**src/rtl/note_text_sched.sv**
```systemverilog
// Round-robin sharing of one registered note-to-ASCII converter between two
// note-text requesters. Optional feature macro: NOTE_TEXT_DEDUP_EN.
module note_text_sched #(
    parameter int                 ADDR_W = 6,
    parameter logic [ADDR_W-1:0]  BASE0  = ADDR_W'(0),
    parameter logic [ADDR_W-1:0]  BASE1  = ADDR_W'(16)
) (
    input  logic              clk,
    input  logic              reset,
    input  logic              req0,
    input  logic [3:0]        note0,
    output logic              ack0,
    input  logic              req1,
    input  logic [3:0]        note1,
    output logic              ack1,
    output logic [3:0]        conv_hex,
    input  logic [15:0]       conv_ascii,
    output logic              wr_en,
    output logic [ADDR_W-1:0] wr_addr,
    output logic [7:0]        wr_data,
    output logic              busy
);

    typedef enum logic [2:0] {
        IDLE,
        CONV,
        CAPT,
        WR_HI,
        WR_LO
    } state_t;

    state_t            state_q;
    logic              last_q;
    logic              gnt_q;
    logic [15:0]       ascii_q;
    logic [3:0]        conv_hex_q;
    logic              wr_en_q;
    logic [ADDR_W-1:0] wr_addr_q;
    logic [7:0]        wr_data_q;
    logic              ack0_q;
    logic              ack1_q;

    logic              any_req_d;
    logic              gnt_d;
    logic [3:0]        note_d;
    logic [ADDR_W-1:0] base_g;
    logic              hit_d;

`ifdef NOTE_TEXT_DEDUP_EN
    logic [3:0]        seen0_q;
    logic [3:0]        seen1_q;
    logic [1:0]        vld_q;
    logic              skip_q;
`endif

    // Arbitration: on a tie the requester that did not win last time gets it.
    always_comb begin
        any_req_d = req0 | req1;
        gnt_d     = 1'b0;
        if (req0 && req1) begin
            gnt_d = ~last_q;
        end else begin
            gnt_d = req1;
        end
        note_d = gnt_d ? note1 : note0;
        base_g = gnt_q ? BASE1 : BASE0;
        hit_d  = 1'b0;
`ifdef NOTE_TEXT_DEDUP_EN
        if (gnt_d) begin
            hit_d = vld_q[1] && (seen1_q == note_d);
        end else begin
            hit_d = vld_q[0] && (seen0_q == note_d);
        end
`endif
    end

    // Sequencer FSM with all outputs registered.
    always_ff @(posedge clk) begin
        if (reset) begin
            state_q    <= IDLE;
            last_q     <= 1'b1;
            gnt_q      <= 1'b0;
            ascii_q    <= '0;
            conv_hex_q <= '0;
            wr_en_q    <= 1'b0;
            wr_addr_q  <= '0;
            wr_data_q  <= '0;
            ack0_q     <= 1'b0;
            ack1_q     <= 1'b0;
`ifdef NOTE_TEXT_DEDUP_EN
            seen0_q    <= '0;
            seen1_q    <= '0;
            vld_q      <= '0;
            skip_q     <= 1'b0;
`endif
        end else begin
            wr_en_q <= 1'b0;
            ack0_q  <= 1'b0;
            ack1_q  <= 1'b0;
            unique case (state_q)
                IDLE: begin
                    if (any_req_d) begin
                        gnt_q      <= gnt_d;
                        last_q     <= gnt_d;
                        conv_hex_q <= note_d;
                        state_q    <= CONV;
`ifdef NOTE_TEXT_DEDUP_EN
                        skip_q     <= hit_d;
                        if (hit_d) begin
                            ack0_q <= ~gnt_d;
                            ack1_q <= gnt_d;
                        end
`endif
                    end
                end
                CONV: begin
`ifdef NOTE_TEXT_DEDUP_EN
                    state_q <= skip_q ? IDLE : CAPT;
`else
                    state_q <= CAPT;
`endif
                end
                CAPT: begin
                    ascii_q   <= conv_ascii;
                    wr_en_q   <= 1'b1;
                    wr_addr_q <= base_g;
                    wr_data_q <= conv_ascii[15:8];
                    state_q   <= WR_HI;
                end
                WR_HI: begin
                    wr_en_q   <= 1'b1;
                    wr_addr_q <= base_g + ADDR_W'(1);
                    wr_data_q <= ascii_q[7:0];
                    ack0_q    <= ~gnt_q;
                    ack1_q    <= gnt_q;
                    state_q   <= WR_LO;
                end
                WR_LO: begin
`ifdef NOTE_TEXT_DEDUP_EN
                    if (gnt_q) begin
                        seen1_q  <= conv_hex_q;
                        vld_q[1] <= 1'b1;
                    end else begin
                        seen0_q  <= conv_hex_q;
                        vld_q[0] <= 1'b1;
                    end
`endif
                    state_q <= IDLE;
                end
                default: state_q <= IDLE;
            endcase
        end
    end

    assign conv_hex = conv_hex_q;
    assign wr_en    = wr_en_q;
    assign wr_addr  = wr_addr_q;
    assign wr_data  = wr_data_q;
    assign ack0     = ack0_q;
    assign ack1     = ack1_q;
    assign busy     = (state_q != IDLE);

endmodule

```
**config.mk**
```make
export PLATFORM = sky130hd
export DESIGN_NAME = note_text_sched
export DESIGN_NICKNAME = d
export VERILOG_FILES = /design/src/rtl/note_text_sched.sv
export SDC_FILE = /design/constraint.sdc
export NUM_CORES = 1
export LEC_CHECK = 0
export CAP_MARGIN = 20
export CORE_MARGIN = 2
export CORE_UTILIZATION = 45
export DETAILED_ROUTE_END_ITERATION = 8
export PLACE_DENSITY_LB_ADDON = 0.15
export SYNTH_ARGS = -nofsm -noshare
export SYNTH_HDL_FRONTEND = slang
export SYNTH_SLANG_ARGS = --single-unit
```
**constraint.sdc**
```tcl
create_clock -name clk -period 3.5 [get_ports clk]
set_input_delay 1.05 -clock clk [delete_from_list [all_inputs] [get_ports clk]]
set_output_delay 1.05 -clock clk [all_outputs]
set_load 0.01 [all_outputs]
```
Run 1, routed metal per tile:
(4 px per um) The die is cut into 11 by 11 equal tiles; dark purple is low, yellow is high, scaled to the fullest tile. Values are wire area over tile area, all layers added.
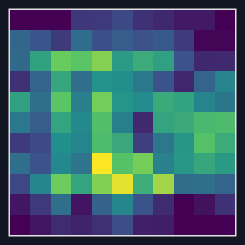
9.1% of the tiles are nearly empty. The mean over all tiles is 0.13. The fullest tile reaches 0.36. The emptiest ninth of the die: north-east.

Run 1, ports around the boundary:
(6 px per um) Pins as bars across the die edge, other pins in grey.
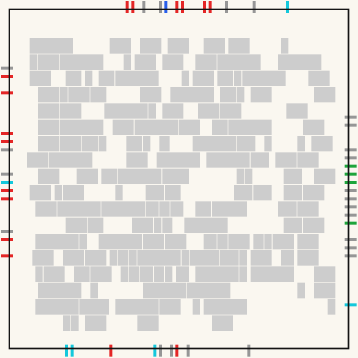
`note0`: shown in green, pins 4, direction input, edge east. `conv_ascii`: shown in red, pins 16, direction input, edge 8 west, 6 north, 2 south. `wr_addr`: shown in cyan, pins 6, direction output, edge 3 south, 1 west, 1 east, 1 north. `reset`: shown in blue, pins 1, direction input, edge north.
All pins by edge: 16 east, 13 west, 12 north, 9 south.
PortBufs: 45
Die H: 56.3 um
Die W: 56.3 um

==> flow_summary.ini, run 1 <==
; yosys + openroad results
[placement]
dp_hpwl_um = 1930

[yosys]
synth_flops = 30
syn_area_um2 = 1230
largest_area_cell = dfxtp_1
synth_cells = 126

[outcome]
status = complete, no violations

[power_and_ir_drop]
pg_comb_mw = 0.195
power.total_mw = 0.799
p_clk_share_pct = 24.7

[cells_and_area]
syn_to_final_growth_pct = 39.5
layout.nonclk_buf_share_pct = 26.7
ff_count = 30
mostFrequentLayoutCell = clkdlybuf4s50_1

[setup_path]
worst-path-stages = 3
cp_slowest_cell = dfxtp_1
cp-startpoint = state_q[0]$_SDFFE_PP0P_
reg2reg_from = state_q[0]$_SDFFE_PP0P_
worst-setup-path-type = reg -> out

[clocking]
postCtsSetupBuffers = 0

[timing]
setup_violations = 0
setup_tns_ns = 0

[detailed_routing]
met3WireLength_um = 154
Run 1, placed cells, one colour a class:
(10 px per um)
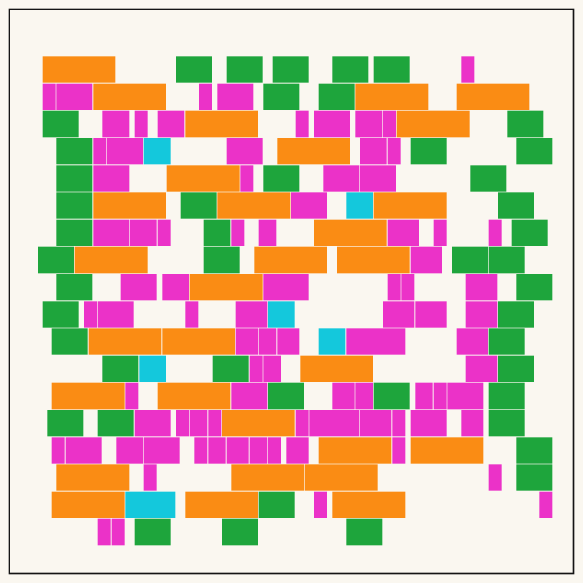
registers: shown in orange, cells 30, share of their area 36%. remaining buffers and delay cells: shown in green, cells 46, share of their area 27%. remaining logic cells: shown in magenta, cells 86, share of their area 34%. clock drivers and dummy loads: shown in cyan, cells 6, share of their area 3.1%.

run 1: metal layers:
metal  global-route usage [%]  up-vias
met1                     23.1      462
met5                        0        -
met2                     27.4       35
li1                         -      521
met3                     7.14        2
met4                     7.14        0
run 1: cell usage after synthesis:
library cell,instances
nor4bb_1,1
nor2b_1,2
inv_1,7
buf_6,1
or4b_4,1
nand3_1,1
dfxtp_1,30
a211oi_1,7
a21bo_2,1
nor2_1,19
a21oi_1,2
buf_4,4
conb_1,1
a221oi_1,4
mux2i_1,15
nor4_1,1
and2_1,1
nor3_1,2
o32ai_1,4
nand2_1,4
a221o_1,1
o21ai_0,1
buf_1,1
buf_2,5
nor3_4,1
nor3b_1,1
a32oi_1,1
xnor2_1,1
nand2b_1,2
clkbuf_1,2
o21ai_1,2
Run 1, M3 wires:
(8 px per um) Cells faint in the background.
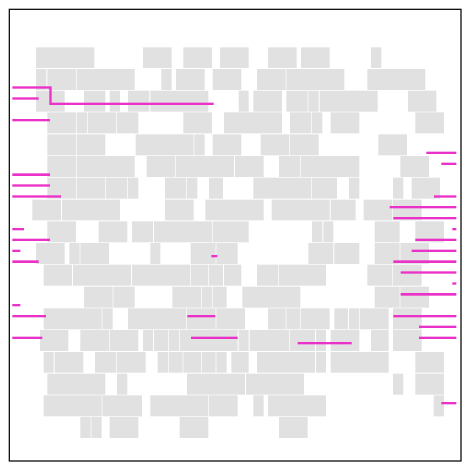

==> run 2: changes to the inputs <==
--- a/config.mk
+++ b/config.mk
@@ -7,7 +7,7 @@
 export LEC_CHECK = 0
 export CAP_MARGIN = 20
 export CORE_MARGIN = 2
-export CORE_UTILIZATION = 45
+export CORE_UTILIZATION = 42
 export DETAILED_ROUTE_END_ITERATION = 8
 export PLACE_DENSITY_LB_ADDON = 0.15
 export SYNTH_ARGS = -nofsm -noshare
==> constraint.sdc (replaced) <==
create_clock -name clk -period 3 [get_ports clk]
set_input_delay 0.9 -clock clk [delete_from_list [all_inputs] [get_ports clk]]
set_output_delay 0.9 -clock clk [all_outputs]
set_load 0.01 [all_outputs]
Run 2, M3 wires:
(8 px per um) Cells faint in the background.
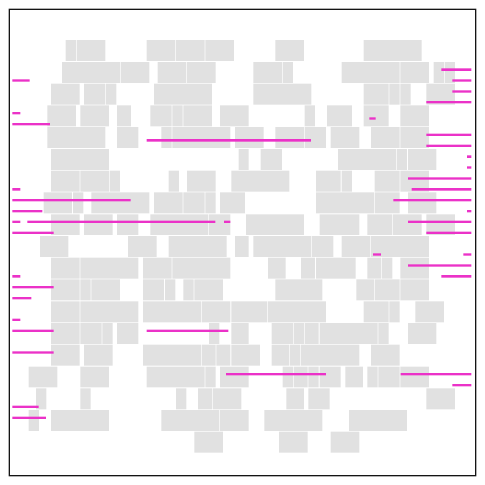
The longest straight run is 23.2 um. The wires run mostly horizontal. The layer holds 7.7% of the routed length. The layer carries 206 um of wire.
Vias: 1,046
GR Layer Usage met3: 6.70%

==> run 2 against run 1 <==
- non-clock buffer count up 3
- total power is 20% higher
- count of clock-buffer cells in the layout up 1
- global-route usage decreased by 0.51 points
- clock power is 26% higher
- setup slack lost 0.14 ns
- first-iteration DRC count fell by 13%
- clock skew up 0.00082 ns
- largest power group unchanged
==> flow_summary.ini, run 2 <==
; yosys + openroad results
[setup_path]
endpoint_kind = output pin
worst-path-stages = 3
reg2reg_from = state_q[1]$_SDFFE_PP0P_
cp_slowest_cell = clkdlybuf4s50_1
worst-setup-path-type = reg -> out
cp-startpoint = state_q[2]$_SDFFE_PP0P_

[clocking]
postCtsSetupBuffers = 0

[yosys]
synth_flops = 30
top_cell = dfxtp_1
async_flop_share_pct = 0
edf_count = 0
syn_avg_cell_area_um2 = 9.76
synth_cells = 126
largest_area_cell = dfxtp_1
synthFlopType = dfxtp_1
syn_area_um2 = 1230

[power_and_ir_drop]
pg_comb_mw = 0.242
powerClk_mw = 0.250

[cells_and_area]
layout.nonclk_buf_share_pct = 27.5
finish.utilization_pct = 63.4
mostFrequentLayoutCell = clkdlybuf4s50_1
syn_to_final_growth_pct = 42.1
diodes = 0

[detailed_routing]
drt_wl_total_um = 2670

[global_routing]
grtUsageMet1_pct = 19.7
top_usage_layer = met2
met2_usage_pct = 29.1

[timing]
hold_viol_final = 0
drv_slew = 0
setup_tns_ns = 0

[outcome]
status = complete, no violations

[placement]
dp_hpwl_um = 1970
port_buffers = 45
gp_routability_congestion = 0.771

[die]
core_um2 = 2760
rows = 19
die_area_um2 = 3380

[job]
warnings = 26
Run 2, ports around the boundary:
(6 px per um) Pins as bars across the die edge, other pins in grey.
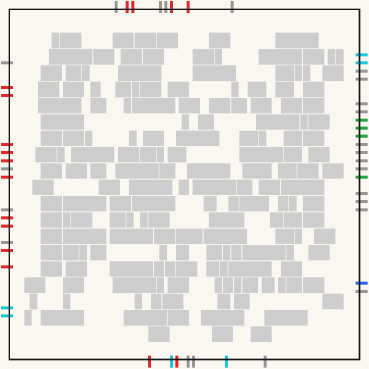
`conv_ascii`: shown in red, pins 16, direction input, edge 10 west, 4 north, 2 south. `reset`: shown in blue, pins 1, direction input, edge east. `note0`: shown in green, pins 4, direction input, edge east. `wr_addr`: shown in cyan, pins 6, direction output, edge 2 south, 2 west, 2 east.
Die W: 58.1 um
Die H: 58.1 um

==> run 2: netlist changes by cell type in the layout (fill, tap and decap cells not counted), sizes merged <==
cell / previous run / this run
buf: 1 / 4
clkbuf: 6 / 7
clkinv: 0 / 1
==> run 2: cell families (layout without fill, tap and decap cells) <==
family          after synthesis  in the layout  share of synthesized area [%]
buf+inv                      20             64                           8.44
other cells                   1              4                          0.305
mux                          15             15                           12.2
simple gates                 36             36                           15.2
flops                        30             30                           48.8
xor+xnor                      1              1                          0.712
compound gates               23             23                           14.3
==> run 2: stage by stage <==
step | total power, mW | worst slack [ns]
3_3_place_gp | 0.712 | 0.604
2_1_floorplan | 0.606 | 1.20
6_report | 0.958 | 0.416
4_1_cts | 0.970 | 0.379
3_5_place_dp | 0.719 | 0.555
5_1_grt | 1.01 | 0.312
==> run 3: changes to the inputs <==
--- a/config.mk
+++ b/config.mk
@@ -9,7 +9,9 @@
 export CORE_MARGIN = 2
 export CORE_UTILIZATION = 42
 export DETAILED_ROUTE_END_ITERATION = 8
+export MAX_ROUTING_LAYER = met4
 export PLACE_DENSITY_LB_ADDON = 0.15
 export SYNTH_ARGS = -nofsm -noshare
 export SYNTH_HDL_FRONTEND = slang
 export SYNTH_SLANG_ARGS = --single-unit
+export TNS_END_PERCENT = 100
Run 3, the clock network:
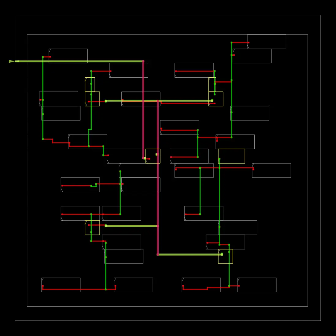
Seq cells: 30
clk_buf instances: 7
Clk Latency, worst-skew pair: 0.33 ns
skew final: 0.0119 ns
TritonCTS Buffers: 5

Run 3, routed metal per tile:
(4 px per um) The die is cut into 12 by 12 equal tiles; dark purple is low, yellow is high, scaled to the fullest tile. Values are wire area over tile area, all layers added.
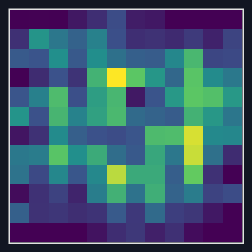
The fullest tile reaches 0.40. 23% of the tiles are over half the peak. The mean over all tiles is 0.13. The emptiest ninth of the die: south-west. The densest ninth of the die: east. 11% of the tiles are nearly empty.

==> run 3 against run 2 <==
- worst hold slack about the same
- via count stayed put
- sequential share of layout area did not move
- synthesized cell count is the same
- final cell count unchanged
- first-iteration DRC count increased by 10%
- critical path depth is the same
- synthesized area did not move
- total power is essentially flat
- critical endpoint unchanged
- highest routed layer unchanged
==> flow_summary.ini, run 3 <==
; yosys + openroad results
[outcome]
status = complete, no violations

[yosys]
synthFlopType = dfxtp_1
syn_avg_cell_area_um2 = 9.76
async_flop_share_pct = 0
edf_count = 0
ys_sh_xor_pct = 0.712
top_cell = dfxtp_1
synth.logic.top_family = simple AND/OR/NAND/NOR gates
largest_area_cell = dfxtp_1
ys_sh_aoi_pct = 14.3
synth_cells = 126
synth_flops = 30
syn_area_um2 = 1230
yosys.area_share.simple_pct = 15.2

[clocking]
postCtsSetupBuffers = 0

[timing]
hold_viol_final = 0
drv_slew = 0
setup_tns_ns = 0

[placement]
dp_hpwl_um = 1970
port_buffers = 45

[power_and_ir_drop]
maxPowerGroup = sequential cells

[cells_and_area]
mostFrequentLayoutCell = clkdlybuf4s50_1
syn_to_final_growth_pct = 42.1
diodes = 0
layout.nonclk_buf_share_pct = 27.5

[die]
rows = 19
die_area_um2 = 3380
die_height_um = 58.1
core_um2 = 2760
dieWidth_um = 58.1

[setup_path]
worst-setup-path-type = reg -> out
cp_slowest_cell = clkdlybuf4s50_1
cp-startpoint = state_q[2]$_SDFFE_PP0P_
path_buffers = 2
worst-path-stages = 3
reg2reg_from = state_q[1]$_SDFFE_PP0P_

[detailed_routing]
routedWlPerCell_um = 13.1
vias = 1046
drt_wl_total_um = 2670

[job]
warnings = 26
==> run 3: through the flow <==
stage                     hold WS, ns  utilization (%)  setup WS (ns)  power (mW)
after detailed placement        0.446             61.2          0.555       0.719
after global routing            0.486             63.4          0.312        1.01
after floorplan                 0.421                -           1.20       0.606
after CTS                       0.467             63.4          0.379       0.970
after global placement          0.445             61.2          0.604       0.712
final                           0.460             63.4          0.405       0.958
==> run 3: metal layers <==
| layer | track usage [%] | up-vias | share of wire, % |
|---|---|---|---|
| li1 | - | 525 | - |
| met1 | 20.0 | 471 | 43 |
| met4 | 8.97 | 0 | 2.4 |
| met3 | 6.25 | 8 | 7.3 |
| met2 | 29.1 | 42 | 48 |
| met5 | - | - | 0 |
Power figures rest on the tool's default switching activity, not on a simulated workload.
